<file path="config.mk">
export PLATFORM = sky130hd
export DESIGN_NAME = hex_scan_display
export DESIGN_NICKNAME = d
export VERILOG_FILES = /design/src/rtl/hex_scan_display.sv
export SDC_FILE = /design/constraint.sdc
export NUM_CORES = 1
export LEC_CHECK = 0
export CAP_MARGIN = 30
export CORE_ASPECT_RATIO = 1.25
export CORE_MARGIN = 5
export CORE_UTILIZATION = 50
export DETAILED_ROUTE_END_ITERATION = 8
export HOLD_SLACK_MARGIN = 0.08
export PLACE_DENSITY = 0.71
export SETUP_SLACK_MARGIN = 0.05
export SLEW_MARGIN = 25
export SYNTH_ARGS = -nofsm -noshare
export SYNTH_HDL_FRONTEND = slang
export SYNTH_SLANG_ARGS = --single-unit
</file>
<file path="constraint.sdc">
create_clock -name clk -period 2.54 [get_ports clk]
set_input_delay 0.762 -clock clk [delete_from_list [all_inputs] [get_ports clk]]
set_output_delay 0.762 -clock clk [all_outputs]
set_load 0.05 [all_outputs]
</file>
<file path="src/rtl/hex_scan_display.sv">
// Time-multiplexed hex driver for common-anode 7-segment banks: one digit per slot,
// double-buffered value, leading-zero blanking, per-digit blink, decimal points, dead time.
module hex_scan_display #(
   parameter int NUM_DIGITS   = 4,
   parameter int SCAN_DIV     = 50000,
   parameter int DEAD_CYC     = 64,
   parameter int BLINK_FRAMES = 64
) (
   input  logic                    clk,
   input  logic                    reset_n,
   input  logic [4*NUM_DIGITS-1:0] value,
   input  logic                    load,
   input  logic [NUM_DIGITS-1:0]   dp,
   input  logic                    blank_lz,
   input  logic [NUM_DIGITS-1:0]   blink_mask,
   output logic [6:0]              seg_n,
   output logic                    dp_n,
   output logic [NUM_DIGITS-1:0]   an_n,
   output logic                    frame_done
);

   localparam int CW = (SCAN_DIV > 1) ? $clog2(SCAN_DIV) : 1;
   localparam int IW = (NUM_DIGITS > 1) ? $clog2(NUM_DIGITS) : 1;
   localparam int FW = (BLINK_FRAMES > 1) ? $clog2(BLINK_FRAMES) : 1;

   localparam logic [CW-1:0] LAST_CNT = CW'(SCAN_DIV - 1);
   localparam logic [CW-1:0] DEAD     = CW'(DEAD_CYC);
   localparam logic [IW-1:0] LAST_IDX = IW'(NUM_DIGITS - 1);
   localparam logic [FW-1:0] LAST_FRM = FW'(BLINK_FRAMES - 1);

   logic [CW-1:0]           cnt;
   logic [IW-1:0]           idx;
   logic [FW-1:0]           frame_cnt;
   logic                    phase;
   logic [4*NUM_DIGITS-1:0] active;
   logic [4*NUM_DIGITS-1:0] pending;
   logic                    pend;

   logic                    tick;
   logic                    boundary;
   logic [3:0]              cur_nib;
   logic [NUM_DIGITS:0]     zero_from;
   logic [NUM_DIGITS-1:0]   lz;
   logic                    blank;
   logic [NUM_DIGITS-1:0]   an_next;

   function automatic logic [6:0] hex_to_seg(input logic [3:0] nib);
      case (nib)
         4'h0: hex_to_seg = 7'h40;
         4'h1: hex_to_seg = 7'h79;
         4'h2: hex_to_seg = 7'h24;
         4'h3: hex_to_seg = 7'h30;
         4'h4: hex_to_seg = 7'h19;
         4'h5: hex_to_seg = 7'h12;
         4'h6: hex_to_seg = 7'h02;
         4'h7: hex_to_seg = 7'h78;
         4'h8: hex_to_seg = 7'h00;
         4'h9: hex_to_seg = 7'h18;
         4'hA: hex_to_seg = 7'h08;
         4'hB: hex_to_seg = 7'h03;
         4'hC: hex_to_seg = 7'h46;
         4'hD: hex_to_seg = 7'h21;
         4'hE: hex_to_seg = 7'h06;
         default: hex_to_seg = 7'h0E;
      endcase
   endfunction

   assign tick     = (cnt == LAST_CNT);
   assign boundary = tick && (idx == LAST_IDX);
   assign cur_nib  = active[4*idx +: 4];

   // zero_from[i] is set when every active nibble from digit i upward is zero
   always_comb begin
      zero_from = '1;
      lz        = '0;
      for (int i = NUM_DIGITS - 1; i >= 0; i--) begin
         zero_from[i] = zero_from[i+1] && (active[4*i +: 4] == 4'd0);
      end
      for (int i = 1; i < NUM_DIGITS; i++) begin
         lz[i] = blank_lz && zero_from[i];
      end
   end

   assign blank = lz[idx] || (blink_mask[idx] && phase);

   always_comb begin
      an_next = '1;
      if (cnt >= DEAD) an_next[idx] = 1'b0;
   end

   always_ff @(posedge clk) begin
      if (!reset_n) begin
         cnt        <= '0;
         idx        <= '0;
         frame_cnt  <= '0;
         phase      <= 1'b0;
         active     <= '0;
         pending    <= '0;
         pend       <= 1'b0;
         seg_n      <= 7'h7F;
         dp_n       <= 1'b1;
         an_n       <= '1;
         frame_done <= 1'b0;
      end else begin
         cnt <= tick ? '0 : cnt + 1'b1;
         if (tick) idx <= (idx == LAST_IDX) ? '0 : idx + 1'b1;

         if (load) pending <= value;
         // A load landing on the boundary bypasses the pending buffer
         if (boundary) begin
            if (load)      active <= value;
            else if (pend) active <= pending;
            pend <= 1'b0;
            if (frame_cnt == LAST_FRM) begin
               frame_cnt <= '0;
               phase     <= ~phase;
            end else begin
               frame_cnt <= frame_cnt + 1'b1;
            end
         end else if (load) begin
            pend <= 1'b1;
         end

         an_n       <= an_next;
         seg_n      <= blank ? 7'h7F : hex_to_seg(cur_nib);
         dp_n       <= blank || !dp[idx];
         frame_done <= boundary;
      end
   end

endmodule

</file>
Figure 1. Placed standard cells (run 1).
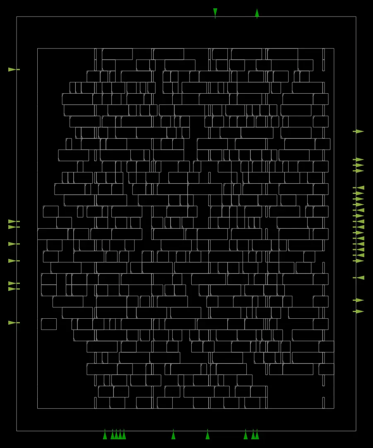
number of flip-flops and latches: 71
inserted tap cell count: 85
floorplan row count: 32
fin util: 0.626

Figure 2. Signal metal coverage by tile (run 1).
16 x 20 tiles, from black (low) to pale yellow (high), scaled to the fullest tile. Values are wire area over tile area, all layers added.
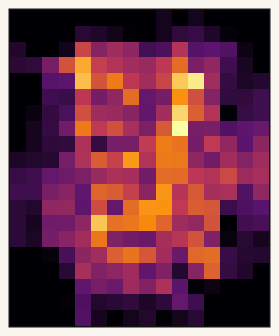
fullest tile	0.46
tiles over half the peak	19%
emptiest ninth of the die	bottom left
densest ninth of the die	middle
mean over tiles	0.13
nearly empty tiles	22%
WL final: 6.82 mm
via count of the routed design: 2595

==> notes.md, run 1 <==
Results of an implementation run.

The run finished with clean final reports. The class of the tightest hold or removal check is flip-flop to flip-flop. The net count reported at finish is 412. The fraction of standard cell area in multi-input logic is 0.432. The footprint of the flip-flops and latches is 0.00142 sq mm. The most used logic cell in the final layout is sky130_fd_sc_hd__dfxtp_1.

The number of placed instances with taps included is 446. Summing all placed instances gives a cell area of 0.00372 sq mm. The number of stages on the worst hold path is 1. After detailed routing, the met3 layer carries 258 microns of wire.

The HPWL reported at the end of detailed placement is 4.90 mm. The synthesis run shows the most used standard cells to be 71 x sky130_fd_sc_hd__dfxtp_1, 35 x sky130_fd_sc_hd__nor2_1, 21 x sky130_fd_sc_hd__mux2i_1. The worst hold-check slack is 0.463 ns. The global route stage reports its total congestion overflow as 0. The synthesis-to-layout area growth is 20.2%.

The basic-gate share of the synthesized area counting and, or, nand and nor cells is 0.193. The data arrival at the endpoint of the critical path is 2.40 ns. The summed instance area of the synthesized netlist is 0.00325 sq mm. The share of the clock period used by the worst path after layout is 0.875.

The kind of cell adding the most delay to the critical path is multiplexers. The total of max-cap violations is 0. The number of cells reported by Yosys stat comes to 336. The wire length per cell after detailed routing is 14.8 microns.

Per report_power, the top consumer among the power groups is registers. The H-tree was split into 3 levels. For this run, global-route usage on met1 was measured as 0.234. The floorplan die area is 0.00823 sq mm. The sequential share of power is 0.543. The power spent charging and discharging nets is 494 uW. After synthesis, the netlist uses 45 different library cells. From left edge to right edge, the die measures 82.1 microns. The global placement routability congestion is 0.820. The analysis reports a worst IR drop on VDD of 0.000395 V. The maximum operating frequency is 450 MHz. Traced cell by cell, the critical path runs through mux4_2, inv_1, ha_1, mux2_2, o21ai_0, nand4_1.

During synthesis, Yosys emitted a total of 0 warnings. Per the OpenROAD floorplan log, the area of the core is 0.00625 sq mm. The initial core utilization is 0.521. In this run, the synthesized area fraction spent on AND-OR/OR-AND gates is recorded as 0.135. The quantity of I/O buffers inserted on ports is 40. The multiplexer share of the synthesized area is 0.113.

All stages included, the depth of the critical timing path comes to 6. The largest single stage delay on the critical path is 0.61 ns. Yosys attributes the largest share of cell area to sky130_fd_sc_hd__dfxtp_1 44%, sky130_fd_sc_hd__mux2i_1 6.5%, sky130_fd_sc_hd__ha_1 4.6%, sky130_fd_sc_hd__mux4_2 4.2%, sky130_fd_sc_hd__nor2_1 4.0%. The capture instance of the worst register-to-register path is seg_n[3]$_SDFF_PP1_. The share of total power consumed by net switching is 0.234. Of the total standard cell area in the layout, the sequential portion is 0.364. Signal routing reaches up to met4.

The final layout report lists a clock buffer count of 11. On the reported timing paths, the clock transition at the registers reads 0.07 ns. The startpoint of the lowest-slack register-to-register path is idx[0]$_SDFFE_PN0N_. The number of cells produced by synthesis is 336. The number of clock sinks came to 71.
Figure 3. Clock distribution (run 1).
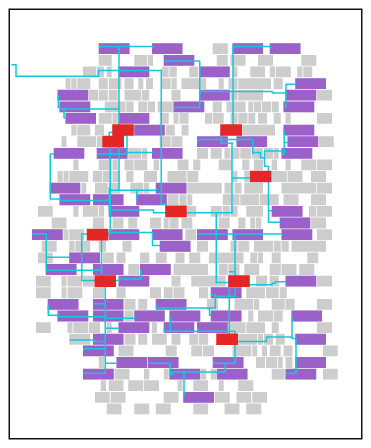
[cyan] clock wires | length: 797 microns
[purple] flip-flops | count: 71
[red] cells driving clock nets | count: 9
routed clock nets	10
flops lie	spread over the die
clk ins delay skew pair: 0.34 ns
clock-net power: 813 uW
share of total power in the clock network: 0.385
clock tree skew after final layout: 0.00943 ns

==> run 2, diff against run 1 <==
- REMOVE_ABC_BUFFERS: default -> 1
Figure 4. Placed standard cells (run 2).
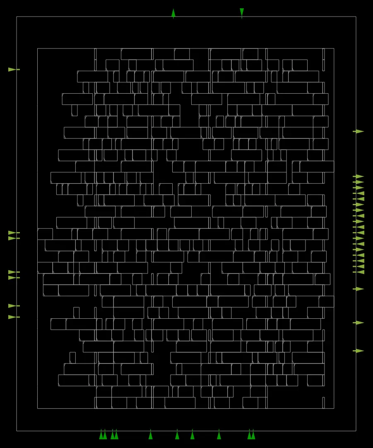
fill cell count: 545
fin util: 0.624
register share of the cell area: 0.365
non-filler cells, final: 460

Figure 5. Signal metal coverage by tile (run 2).
16 x 20 tiles, from black (low) to pale yellow (high), scaled to the fullest tile. Values are wire area over tile area, all layers added.
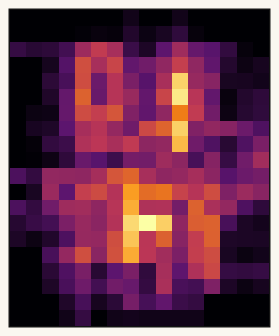
densest ninth of the die	middle
fullest tile	0.53
nearly empty tiles	19%
mean over tiles	0.14
global-route total usage across every layer: 0.186
routed wire length per instance: 15.3 microns

==> run 2 against run 1 <==
Compared with the run above: first-iteration DRC count rose by 26%; register-to-register slack barely moved; highest routed layer unchanged; utilization fell by 0.20 points; setup slack got worse by 0.0091 ns; count of clock-buffer cells in the layout did not move; final area fell by 0.32%; worst hold slack got worse by 0.0031 ns; largest power group unchanged; sequential power barely moved; critical path type unchanged; maximum frequency fell by 0.41%; combinational power barely moved.
==> notes.md, run 2 <==
Results of an implementation run.

The run finished with clean final reports. The synthesis report lists the most area-consuming cells as sky130_fd_sc_hd__dfxtp_1 44%, sky130_fd_sc_hd__mux2i_1 6.5%, sky130_fd_sc_hd__ha_1 4.6%, sky130_fd_sc_hd__mux4_2 4.2%, sky130_fd_sc_hd__nor2_1 4.0%. In the final design database the tool counted 412 nets. The analysis reports a worst IR drop on VDD of 0.000392 V. The total clock network power is 798 uW. Of the total synthesized cell area, the portion taken by AND-OR and OR-AND cells is 0.135. On the worst setup and hold paths after CTS, the clock-pin slew comes to 0.07 ns.

The cell family contributing the most delay on the critical path is simple AND/OR/NAND/NOR gates. The power report attributes to the clock group a share of 0.380. According to the floorplan log, the row count is 32. The die outline width is 82.1 microns. The detailed router used layers up to and including met4. The synthesized netlist contains 45 unique library cells.

The global placement routability congestion is 0.809. For reference, the critical path cell chain is or4_4, or3_1, nor3_1, a211oi_1. The number of logic stages on the critical path including buffering is 4. At the floorplan stage, the core utilization is reported as 0.521. Across the whole layout, storage elements account for 0.00142 sq mm. The maximum single-stage delay on the critical path is 0.60 ns. Summed over all layers, the routed wires come to 7.06 mm.

Per report_power, the top consumer among the power groups is registers. The startpoint of the lowest-slack register-to-register path is cnt[13]$_SDFF_PP0_. The maximum operating frequency is 448 MHz. Across all layers, the routed design uses 2608 vias.

The met3 wirelength from detailed routing is 405 microns. The synthesis run shows the most used standard cells to be 71 x sky130_fd_sc_hd__dfxtp_1, 35 x sky130_fd_sc_hd__nor2_1, 21 x sky130_fd_sc_hd__mux2i_1. Per the CTS log, the maximum H-tree level is 3. In the finished layout, the clock tree contains a buffer count of 11. The data arrival at the endpoint of the critical path is 2.44 ns. In the Yosys report the total cell count is 336.

The fraction of standard cell area in multi-input logic is 0.433. The class of the tightest hold or removal check is flip-flop to flip-flop. Compared with the post-synthesis result, the final layout area differs by 19.8%.

In the finished design, the share of the clock period the worst path needs comes to 0.879. The placement report lists the number of port buffers as 40. The sequential share of power is 0.547. The core box area is 0.00625 sq mm.

The power spent charging and discharging nets is 489 uW. The tool flagged a number of max-cap violations equal to 0. Hold is met by 0.460 ns. For the worst reg-to-reg path, the endpoint reported by OpenROAD is frame_cnt[5]$_SDFFE_PN0P_. The number of placed instances with taps included is 446. The worst setup skew after layout is 0.0100 ns.
Power is estimated from default activity; no workload was simulated.
